`src/rtl/pc_fetch_sequencer.sv`:
```
// Fetch sequencer: owns the PC, issues req/ack fetches to instruction memory and
// holds each fetched word for decode, handling redirects, squashes and ack timeout.
module pc_fetch_sequencer #(
  parameter logic [31:0] RESET_PC = 32'h0000_0000,
  parameter int unsigned TIMEOUT  = 16
) (
  input  logic        clk,
  input  logic        rst,
  output logic        imem_req,
  output logic [31:0] imem_addr,
  input  logic        imem_ack,
  input  logic [31:0] imem_rdata,
  input  logic        stall,
  input  logic        redirect,
  input  logic [31:0] redirect_pc,
  output logic        instr_valid,
  output logic [31:0] instr,
  output logic [31:0] instr_pc,
  output logic        fetch_fault
);

  typedef enum logic [1:0] {IDLE, REQ, HOLD, FAULT} state_e;

  localparam logic [7:0] TMO_LIMIT = 8'(TIMEOUT);

  state_e      state_q, state_d;
  logic [31:0] pc_q, pc_d;
  logic [31:0] pend_pc_q, pend_pc_d;
  logic [31:0] instr_q, instr_d;
  logic [31:0] instr_pc_q, instr_pc_d;
  logic        squash_q, squash_d;
  logic [7:0]  tmo_q, tmo_d;
  logic        req_q, req_d;
  logic        valid_q, valid_d;
  logic        fault_q, fault_d;
  logic [31:0] redir_pc;

  assign redir_pc = redirect_pc & ~32'h0000_0003;

  always_comb begin
    state_d    = state_q;
    pc_d       = pc_q;
    pend_pc_d  = pend_pc_q;
    instr_d    = instr_q;
    instr_pc_d = instr_pc_q;
    squash_d   = squash_q;
    tmo_d      = tmo_q;
    case (state_q)
      IDLE: begin
        if (redirect) pc_d = redir_pc;
        state_d = REQ;
      end
      REQ: begin
        if (imem_ack) begin
          tmo_d = 8'd0;
          if (redirect) begin
            pc_d     = redir_pc;
            squash_d = 1'b0;
          end else if (squash_q) begin
            pc_d     = pend_pc_q;
            squash_d = 1'b0;
          end else begin
            instr_d    = imem_rdata;
            instr_pc_d = pc_q;
            pc_d       = pc_q + 32'd4;
            state_d    = HOLD;
          end
        end else begin
          // The address must stay put until the outstanding request is acked,
          // so a redirect here is parked and applied when that ack arrives.
          if (redirect) begin
            pend_pc_d = redir_pc;
            squash_d  = 1'b1;
          end
          tmo_d = tmo_q + 8'd1;
          if (tmo_q + 8'd1 == TMO_LIMIT) state_d = FAULT;
        end
      end
      HOLD: begin
        if (redirect) begin
          pc_d    = redir_pc;
          state_d = REQ;
        end else if (!stall) begin
          state_d = REQ;
        end
      end
      FAULT: state_d = FAULT;
      default: state_d = IDLE;
    endcase
    req_d   = (state_d == REQ);
    valid_d = (state_d == HOLD);
    fault_d = (state_d == FAULT);
  end

  always_ff @(posedge clk or posedge rst) begin
    if (rst) begin
      state_q    <= IDLE;
      pc_q       <= RESET_PC;
      pend_pc_q  <= RESET_PC;
      instr_q    <= 32'd0;
      instr_pc_q <= 32'd0;
      squash_q   <= 1'b0;
      tmo_q      <= 8'd0;
      req_q      <= 1'b0;
      valid_q    <= 1'b0;
      fault_q    <= 1'b0;
    end else begin
      state_q    <= state_d;
      pc_q       <= pc_d;
      pend_pc_q  <= pend_pc_d;
      instr_q    <= instr_d;
      instr_pc_q <= instr_pc_d;
      squash_q   <= squash_d;
      tmo_q      <= tmo_d;
      req_q      <= req_d;
      valid_q    <= valid_d;
      fault_q    <= fault_d;
    end
  end

  assign imem_req    = req_q;
  assign imem_addr   = pc_q;
  assign instr_valid = valid_q;
  assign instr       = instr_q;
  assign instr_pc    = instr_pc_q;
  assign fetch_fault = fault_q;

endmodule
```
`config.mk`:
```
export PLATFORM = sky130hd
export DESIGN_NAME = pc_fetch_sequencer
export DESIGN_NICKNAME = d
export VERILOG_FILES = /design/src/rtl/pc_fetch_sequencer.sv
export SDC_FILE = /design/constraint.sdc
export NUM_CORES = 1
export LEC_CHECK = 0
export CAP_MARGIN = 30
export CORE_MARGIN = 4
export CORE_UTILIZATION = 41
export DETAILED_ROUTE_END_ITERATION = 10
export DONT_BUFFER_PORTS = 1
export PLACE_DENSITY_LB_ADDON = 0.1
export SYNTH_ARGS = -nofsm -noshare
export SYNTH_HDL_FRONTEND = slang
export SYNTH_SLANG_ARGS = --single-unit
```
`constraint.sdc`:
```
create_clock -name clk -period 4.55 [get_ports clk]
set_input_delay 0.455 -clock clk [delete_from_list [all_inputs] [get_ports clk]]
set_output_delay 0.455 -clock clk [all_outputs]
set_load 0.01 [all_outputs]
```
Run 1, signal wires on met2:
Scale bar: 50 microns.
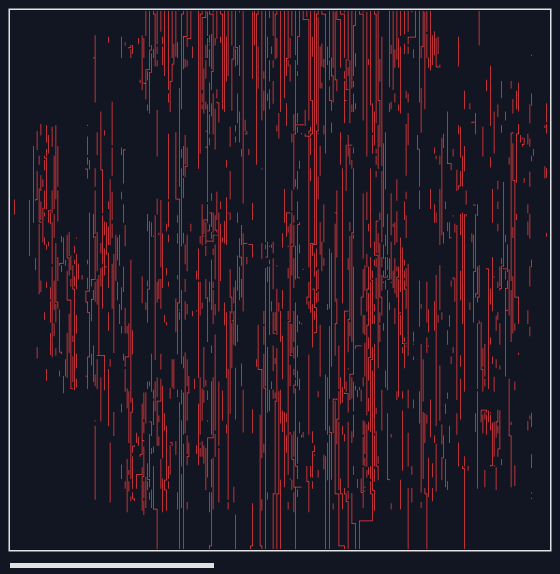
- longest straight run: 56.9 microns
- main direction: vertical
- nets with wire on the layer: 581
total wire length: 16900 microns
Vias: 4866
GRT met2 Usage: 30.8%

Run 1, M1 wires:
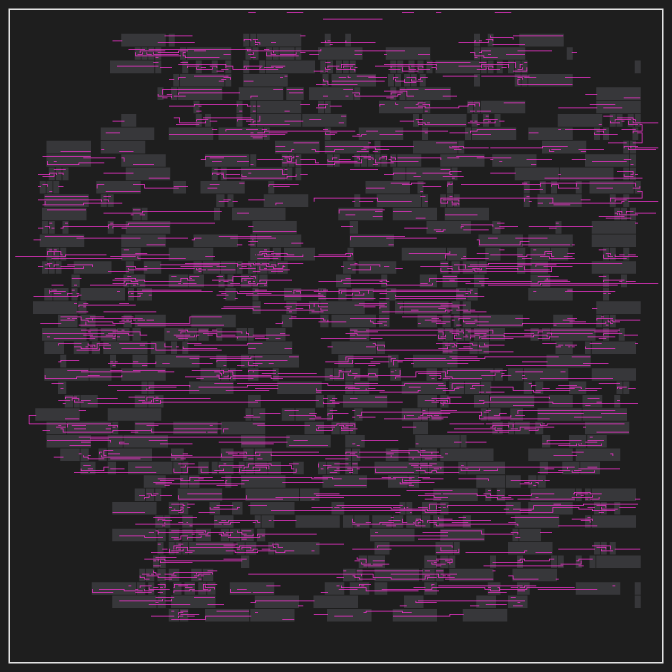
- wire length on this layer: 6860 microns
- nets with wire on the layer: 672
met1 usage in global routing: 24.7%

==> impl_metrics.json, run 1 <==
{
  "drive_gt1_share_pct": 13.1,
  "place.port_buffers": 0,
  "ys_chip_area_sq_um": 6370,
  "seqCellArea_sq_um": 3400,
  "coreArea_sq_um": 15200,
  "fin_crit_sh_pct": 59.5,
  "status": "completed",
  "n_all_inverters": 9,
  "pin_count": 168,
  "openroad.warnings": 28,
  "gp_congestion": 0.788,
  "cp_data_required_time_ns": 4.84,
  "die_x_microns": 133,
  "postCtsSetupBuffers": 0,
  "vdd.ir_drop.worst_uv": 353,
  "clockRootBuffer": "clkbuf_16",
  "synthFlopType": "dfrtp_1",
  "antenna_found_initial": 0,
  "path_buffers": 1,
  "hold_ws_ns": 0.143,
  "ys_top_cells_by_count": "209 x nand2_1, 136 x dfrtp_1, 43 x o21ai_0",
  "grt_pass1_vias": 4879,
  "netlist.top_cell.by_area": "dfrtp_1",
  "path_cells": "nand2b_1, or2_2, nor2_2, buf_4, mux2_2",
  "rsz0062_at_grt": "no",
  "place_worst_setup_slack_ns": 1.84,
  "design_area_sq_um": 7250,
  "reg2reg_to": "pend_pc_q[22]",
  "p_leak_uw": 0.00327,
  "most_common_cell": "nand2_1",
  "n_tap_cell": 188,
  "setup_viol": 0
}
Run 1, the clock network:
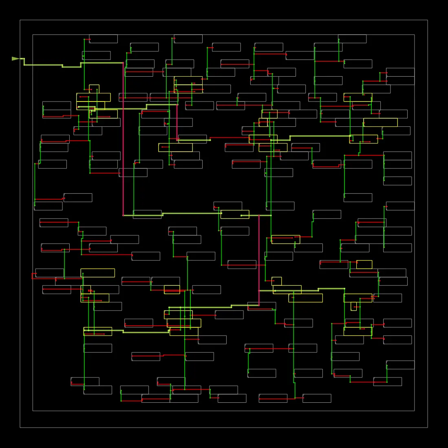
Sink Count: 136
flop count: 136
Latency at later pin: 0.41 ns
Clk. pwr: 1590 uW
clock buf count: 20

## run 1: kinds of logic after synthesis
kind of cell,after synthesis,synth area share [%]
flip-flops,136,53.5
adder cells (fa/ha/maj),2,0.393
AND/OR/NAND/NOR,306,21.9
XOR/XNOR,20,2.75
AND-OR/OR-AND,119,12.1
buffers and inverters,50,3.30
other,1,0.0589
multiplexers,35,6.09
## run 1: worst max-delay path by stage
stage                     cells past startpoint  slack [ns]        from       endpoint
final                                         5        1.84  state_q[0]  pend_pc_q[22]
after global routing                          5        1.65  state_q[0]  pend_pc_q[26]
after CTS                                     5        1.81  state_q[0]  pend_pc_q[21]
after detailed placement                      5        1.84  state_q[0]  pend_pc_q[21]
after global placement                        5        1.86  state_q[0]  pend_pc_q[26]
after floorplan                               1        0.46         rst    fetch_fault
## run 1: cell usage in the layout (no fill, tap or decap), types with 8 or more instances in the layout
cell type	instances
dfrtp_1	136
nand4_1	8
a31oi_1	11
mux2_2	30
clkbuf_16	17
o21ai_0	43
nor2_1	24
nand2_1	209
nor3_1	8
a21oi_1	20
xor2_1	13
nand3_1	17
buf_4	10
## run 1: state kept, by name (all words and copies together) (netlist names)
register,flops
pend_pc_q,30
instr,32
tmo_q,8
squash_q,1
imem_addr,30
state_q,2
fetch_fault,1
imem_req,1
instr_valid,1
instr_pc,30
## run 1: power breakdown
group          switching (uW)  internal [uW]  total, uW  leakage [uW]
Clock                     518           1070       1590      0.000332
Sequential                773           1760       2530       0.00169
Combinational             593            499       1090       0.00125
## run 1: metal layers
metal / part of all wire, % / routed length, microns / global-route usage, %
met5: 0 / 0 / 0
met4: 1.5 / 255 / 6.24
met3: 8.6 / 1450 / 8.06
met2: 49 / 8350 / 30.8
met1: 41 / 6860 / 24.7
Run 1, metal 3:
Scale bar: 50 microns.
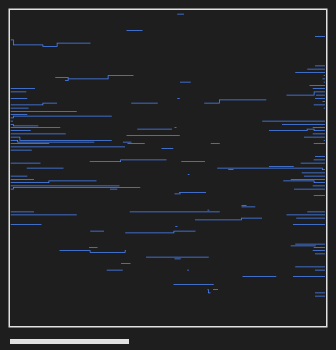

==> run 2: changes to the inputs <==
clock period = 2.3 ns   (was 4.55 ns; I/O delays follow)
Run 2, metal 3:
Scale bar: 50 microns.
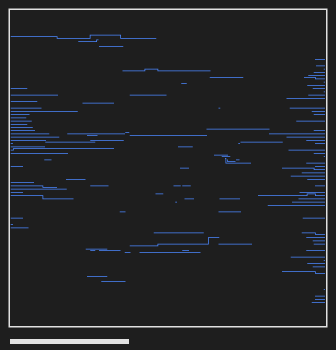
- nets with wire on the layer: 100
- main direction: horizontal
met3 GRT Util: 6.73%
Vias: 5226
total wire length: 18300 microns

==> run 2 against run 1 <==
Net effect:
- hold slack got worse by 0.13 ns
- core utilization grew 5.3 points
- flip-flop count unchanged
- first-iteration DRC count increased by 31%
- critical path depth grew 2
- final area rose by 11%
- clock power is 84% higher
- area after synthesis is the same
- combinational power rose to 2.6 times the previous value
- register-to-register slack worse by 1.7 ns
==> impl_metrics.json, run 2 <==
{
  "place.port_buffers": 0,
  "status": "completed",
  "synthFlopType": "dfrtp_1",
  "cp_data_required_time_ns": 2.64,
  "grt_use_met2_pct": 34.9,
  "reg2reg_to": "imem_addr[20]",
  "seqPwrFrac_pct": 44.8,
  "p_leak_uw": 0.00364,
  "swShare_pct": 37.2,
  "die_x_microns": 133,
  "coreArea_sq_um": 15200,
  "hold_ws_ns": 0.0120,
  "netlist.top_cell.by_area": "dfrtp_1",
  "ys_top_cells_by_count": "209 x nand2_1, 136 x dfrtp_1, 43 x o21ai_0",
  "grt_pass1_vias": 5292,
  "drive_gt1_share_pct": 15.0,
  "vdd.ir_drop.worst_uv": 573,
  "place_worst_setup_slack_ns": 0.196,
  "worstSkewPairLatency_ns": 0.43,
  "mostFrequentLayoutCells": "209 x nand2_1, 136 x dfrtp_1, 65 x dlygate4sd3_1",
  "openroad.warnings": 28,
  "p_int_uw": 6580,
  "clockRootBuffer": "clkbuf_16",
  "maxPowerGroup": "registers",
  "largest_reg_flops": 32,
  "met1_usage_pct": 26.6,
  "clock-sinks": 136,
  "setup_viol": 0,
  "pin_count": 168,
  "lay_top_count": "nand2_1"
}
run 2: per-stage QoR:
| stage | std cells | utilization (%) | power (uW) | cell area [sq um] |
|---|---|---|---|---|
| after global routing | 953 | 53.0 | 11200 | 8060 |
| final | 953 | 53.0 | 10500 | 8060 |
| after global placement | 856 | 44.5 | 7410 | 6770 |
| after CTS | 953 | 53.0 | 10600 | 8060 |
| after floorplan | 672 | - | 6440 | 6380 |
| after detailed placement | 856 | 44.5 | 7520 | 6770 |
run 2: logic make-up (layout without fill, tap and decap cells):
logic type	after synthesis	after routing	share of synthesized area [%]
mux	35	35	6.09
xor+xnor	20	20	2.75
fa+ha+maj	2	2	0.393
other cells	1	4	0.0589
flops	136	136	53.5
compound gates	119	119	12.1
simple gates	306	306	21.9
buf+inv	50	143	3.30
run 2: how the worst min path moves through the flow:
stage	start	end	cells past startpoint	slack (ns)
after global routing	stall	instr_valid	2	0.02
after CTS	redirect	imem_addr[6]	2	0.006
after global placement	rst	instr_pc[18]	1	0.23
after floorplan	imem_rdata[0]	instr[0]	2	0.34
final	redirect	imem_addr[6]	2	0.01
after detailed placement	rst	instr_pc[18]	1	0.25
run 2: critical path, delay by kind of cell, from the launching register on:
kind	cells	cell delay, ns
buffers and inverters	1	0.22
xor gates and xnor gates	1	0.16
and+or+nand+nor	3	0.85
AOI/OAI and AO/OA	1	0.14
adders and majority gates	1	0.25
DFF	1	0.46
run 2: final cells by class:
class	count	area, sq um	area share, %
Tap cell	188	235	2.92
Sequential cell	136	3400	42.2
Inverter	9	37.5	0.466
Clock buffer	18	439	5.45
Clock inverter	14	198	2.45
Multi-Input combinational cell	486	2780	34.5
Timing Repair Buffer	102	966	12.0
No activity file was given, so power comes from the tool's default toggle rates.
